Design axis_master, sky130hd; sources not shown.
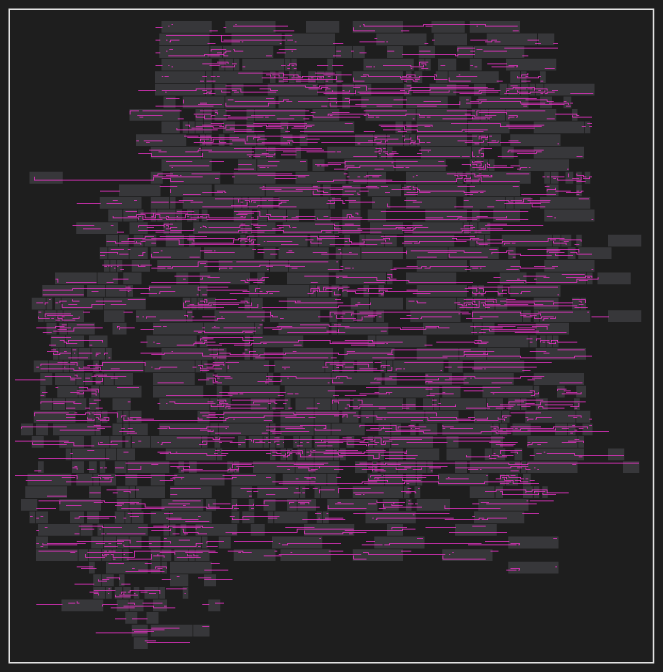
run_1/m1.png
Cells faint in the background.
wire length on this layer: 7,490 µm
nets with wire on the layer: 708
main direction: horizontal
WL final: 18,000 µm
Vias: 5,072
met1 GRT Util: 0.229

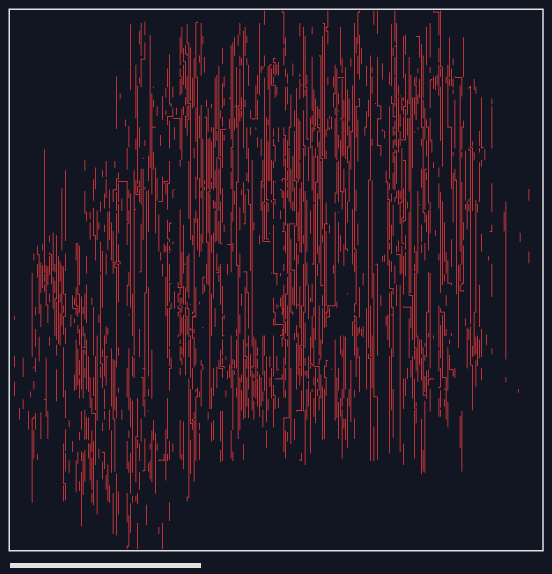
run_1/m2.png
The bar under the picture is 50 µm long.
wire length on this layer: 9,240 µm
main direction: vertical
longest straight run: 59.0 µm
share of all routed wire: 51%
nets with wire on the layer: 618
met2 GRT Util: 0.312

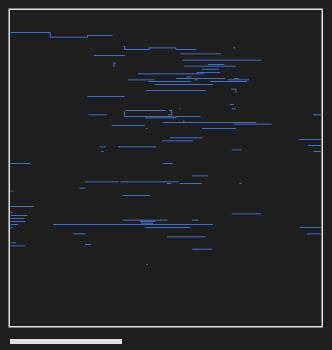
run_1/m3.png
The bar under the picture is 50 µm long.
main direction: horizontal
nets with wire on the layer: 54
longest straight run: 70.8 µm
grt met3 use: 0.0421

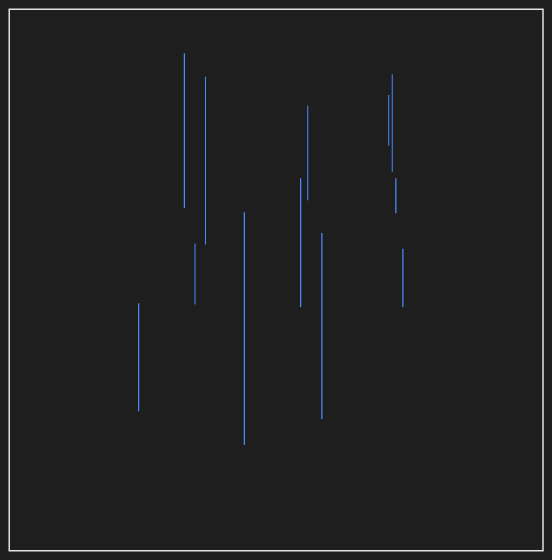
run_1/m4.png
main direction: vertical
longest straight run: 60.5 µm
share of all routed wire: 2.0%
nets with wire on the layer: 8

==> impl_metrics.csv, run 1 <==
group,metric,value,unit
cells_and_area,fillers,1484,
clocking,clock_path_buffers,2,
logic_synthesis,ys.warnings.count,0,
logic_synthesis,postSynthSeqShare,0.689,
pwr,p_per_area,1890,nW/µm²
floorplan,io_pins,30,
clocking,ctsHoldBuffers,0,
logic_synthesis,top_area_frac,0.608,
setup_path,crit_fanout,16,
timing,layout_setup_ws,-0.679,ns
floorplan,fp.dieH,141,µm
pwr,switchingPower,7.33,mW
floorplan,chipWidth,139,µm
status,violations,"negative setup slack",
setup_path,cp.arrival,2.12,ns
timing,finClkSkew,0.00717,ns
timing,setup_tns,-8.21,ns
cells_and_area,largest_reg_flops,144,
logic_synthesis,ys.flop_type,"edfxtp_1",
setup_path,path_buffers,3,
pwr,seq_power_share,0.275,
pwr,intPower,11.4,mW
clocking,cts_tree,"built",
cells_and_area,design_area,9910,µm²
timing,whs,0.0902,ns
setup_path,cp_cell_sequence,"inv_2, buf_12, o21ai_0, o211ai_1, nand3_2, a21oi_4, buf_12",
cells_and_area,antennaDiodeCount,0,
logic_synthesis,syn_area_per_cell,11.8,µm²
cells_and_area,area_growth,39.4,%
setup_path,cpMostUsedCell,"buf_12",
logic_synthesis,common_cells,"edfxtp_1, nor2_1, o21ai_0",
grt,grt-ovfl-total,0,
timing,setup_viol,16,
floorplan,core_util_floorplan,0.389,
logic_synthesis,syn_area,7110,µm²
job,warning_count,35,
timing,worstMarginPinSlew,0.684,ns
placed_design,placed_cells,913,
clocking,clock_latency,0.43,ns
logic_synthesis,ys_chip_area,7110,µm²
floorplan,rows,50,
pwr,leakage,3.71,nW
cells_and_area,drive_above_1_share,0.345,
setup_path,cp-end-kind,"output port",
status,status,"finished with violations",
-- run 1: metal layers --
metal  GRT usage  share of wire
met5           0              0
met4      0.0548          0.020
met3      0.0421          0.052
met2       0.312           0.51
met1       0.229           0.42
-- run 1: placed cells by master (no fill, tap or decap), drive strengths merged --
cell type	n
a21oi	13
buf	122
bufinv	3
clkbuf	21
clkdlybuf4s50	12
clkinv	11
clkinvlp	3
conb	1
dfrtp	23
edfxtp	144
fa	1
ha	14
inv	45
nand2	50
nand3	34
nand4	4
nor2	123
nor3	1
o211ai	32
o21ai	74
o21bai	1
o22ai	1
xnor2	4
xor2	9
-- run 1: cell type report --
cell class	count	area, µm²	share of cell area
Sequential cell	167	4900	0.495
Multi-Input combinational cell	362	2380	0.240
Timing Repair Buffer	137	1550	0.156
Clock buffer	18	429	0.0433
Tap cell	234	293	0.0295
Inverter	48	200	0.0202
Clock inverter	14	158	0.0159
-- run 1: kinds of logic after synthesis --
kind of cell / Yosys count / share of synthesized area
xor+xnor: 13 / 0.0160
flops: 167 / 0.689
compound gates: 121 / 0.0970
buf+inv: 75 / 0.0496
other cells: 1 / 0.000527
fa+ha+maj: 15 / 0.0275
simple gates: 212 / 0.120
-- run 1: power by group through the flow --
stage	logic, mW	clock network [mW]	registers, mW
2_1_floorplan	4.44	0	5.41
3_3_place_gp	7.72	0	5.18
3_5_place_dp	7.84	0	5.20
4_1_cts	8.84	3.67	5.12
5_1_grt	10.7	3.81	5.20
6_report	9.94	3.64	5.14
-- run 1: what timing repair did --
item / in CTS / in global routing
gates resized: 51 / 119
gates cloned: 3 / 8
setup endpoints to repair: 17 / 165
pin swaps: 42 / 57
setup buffers: 24 / 8
run_1/clock_nets.png
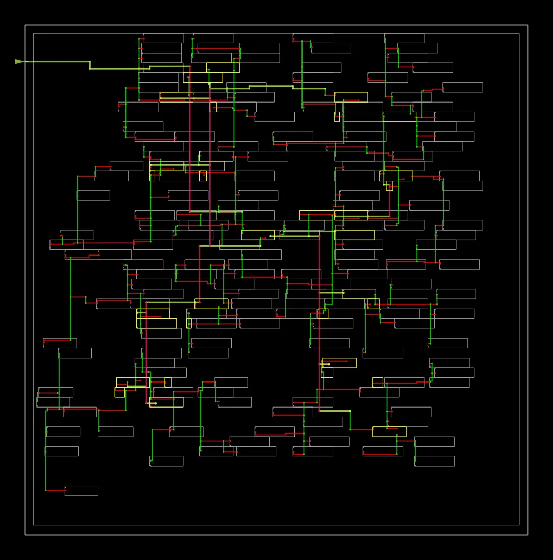

==> inputs of run 2 (changes only) <==
CORE_AREA = 2 2 112 169   (was 2 2 137 139)
DIE_AREA = 0 0 114 171   (was 0 0 139 141)
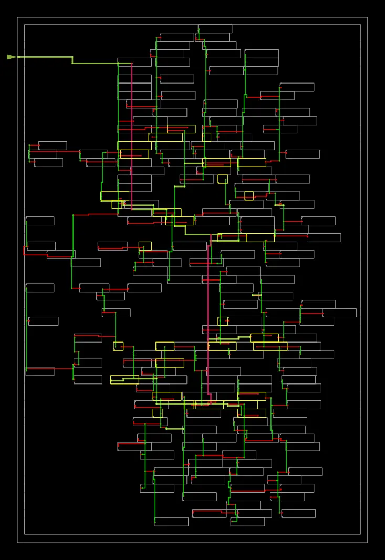
run_2/clock_nets.png
worst-skew pair later-pin latency: 0.42 ns
Clock group: 3.90 mW
Setup Skew: 0.0134 ns
Flops: 167

==> run 2 against run 1 <==
  * The run still ends with negative setup slack left
  * Critical path depth up 2
  * Synthesized cell count unchanged
  * Via count down 1.8%
  * Routed wire length down 4.6%
==> impl_metrics.csv, run 2 <==
group,metric,value,unit
status,status,"finished with violations",
status,violations,"negative setup slack",
logic_synthesis,syn_area,7110,µm²
cells_and_area,largest_reg_flops,144,
logic_synthesis,top_area_frac,0.608,
logic_synthesis,ys.warnings.count,0,
setup_path,cp_cell_sequence,"buf_12, buf_12, nor2_1, nor2_1, o21ai_1, o211ai_1, nand3_1, a21oi_4, buf_12",
cells_and_area,mostFrequentLayoutCell,"edfxtp_1",
job,warning_count,35,
timing,setup_viol,16,
grt,grt-ovfl-total,0,
timing,layout_setup_ws,-0.615,ns
pwr,intPower,10.9,mW
cells_and_area,drive_above_1_share,0.311,
setup_path,cp.arrival,2.05,ns
logic_synthesis,postSynthSeqShare,0.689,
setup_path,path_buffers,3,
pwr,seq_power_share,0.289,
timing,setup_tns,-7.07,ns
logic_synthesis,syn_inst,604,
floorplan,rows,61,
timing,worstMarginPinSlew,0.612,ns
cells_and_area,area_growth,34.2,%
floorplan,core_util_floorplan,0.391,
floorplan,chipWidth,114,µm
clocking,ctsHoldBuffers,0,
setup_path,crit_fanout,16,
detailed_routing,drt_wl_total,17200,µm
placed_design,placed_cells,916,
logic_synthesis,syn_area_per_cell,11.8,µm²
pwr,leakage,3.56,nW
logic_synthesis,ys_chip_area,7110,µm²
clocking,clock_path_buffers,2,
floorplan,fp.dieH,171,µm
cells_and_area,antennaDiodeCount,0,
pwr,switchingPower,6.93,mW
clocking,cts_setup_buffers,15,
logic_synthesis,ys.flop_type,"edfxtp_1",
clocking,cts_tree,"built",
cells_and_area,fillers,1525,
==> run 2: cell counts after synthesis <==
No cell type changed its count.
==> run 2: logic make-up (layout without fill, tap and decap cells) <==
family          count (synthesis)  count (layout)  share of synthesized area
fa+ha+maj                      15              15                     0.0275
simple gates                  212             212                      0.120
flops                         167             167                      0.689
buf+inv                        75             211                     0.0496
xor+xnor                       13              13                     0.0160
other cells                     1               1                   0.000527
compound gates                121             121                     0.0970
==> run 2: power groups by stage <==
| stage | sequential (mW) | clock [mW] | combinational, mW |
|---|---|---|---|
| floorplan | 5.41 | 0 | 4.44 |
| global placement | 5.18 | 0 | 7.83 |
| detailed placement | 5.20 | 0 | 8.03 |
| CTS | 5.14 | 3.95 | 8.51 |
| global route | 5.21 | 4.09 | 9.42 |
| finish | 5.15 | 3.90 | 8.74 |
==> run 2: through the flow <==
step	cell area, µm²	util	hold slack [ns]	setup WS (ns)
2_1_floorplan	7260	-	0.0644	-0.248
3_3_place_gp	8520	0.469	0.0901	-0.397
3_5_place_dp	8520	0.469	0.0939	-0.436
4_1_cts	9400	0.518	0.0922	-0.631
5_1_grt	9540	0.525	0.0879	-0.730
6_report	9540	0.525	0.0977	-0.615
==> run 2: area by class of cell <==
class,instances,area (µm²),area share
clock buffers,17,425,0.0446
clock inverters,14,215,0.0226
inverters,48,193,0.0202
multi-input cells,362,2210,0.232
flip-flops and latches,167,4900,0.514
well taps,220,275,0.0289
repair buffers,132,1320,0.138
==> run 2: routing by layer <==
layer,up-vias,GRT usage,part of all wire
li1,2359,-,-
met1,2467,0.200,0.38
met2,129,0.347,0.56
met3,28,0.0337,0.041
met4,0,0.0673,0.024
met5,-,0,0
Power figures rest on the tool's default switching activity, not on a simulated workload.
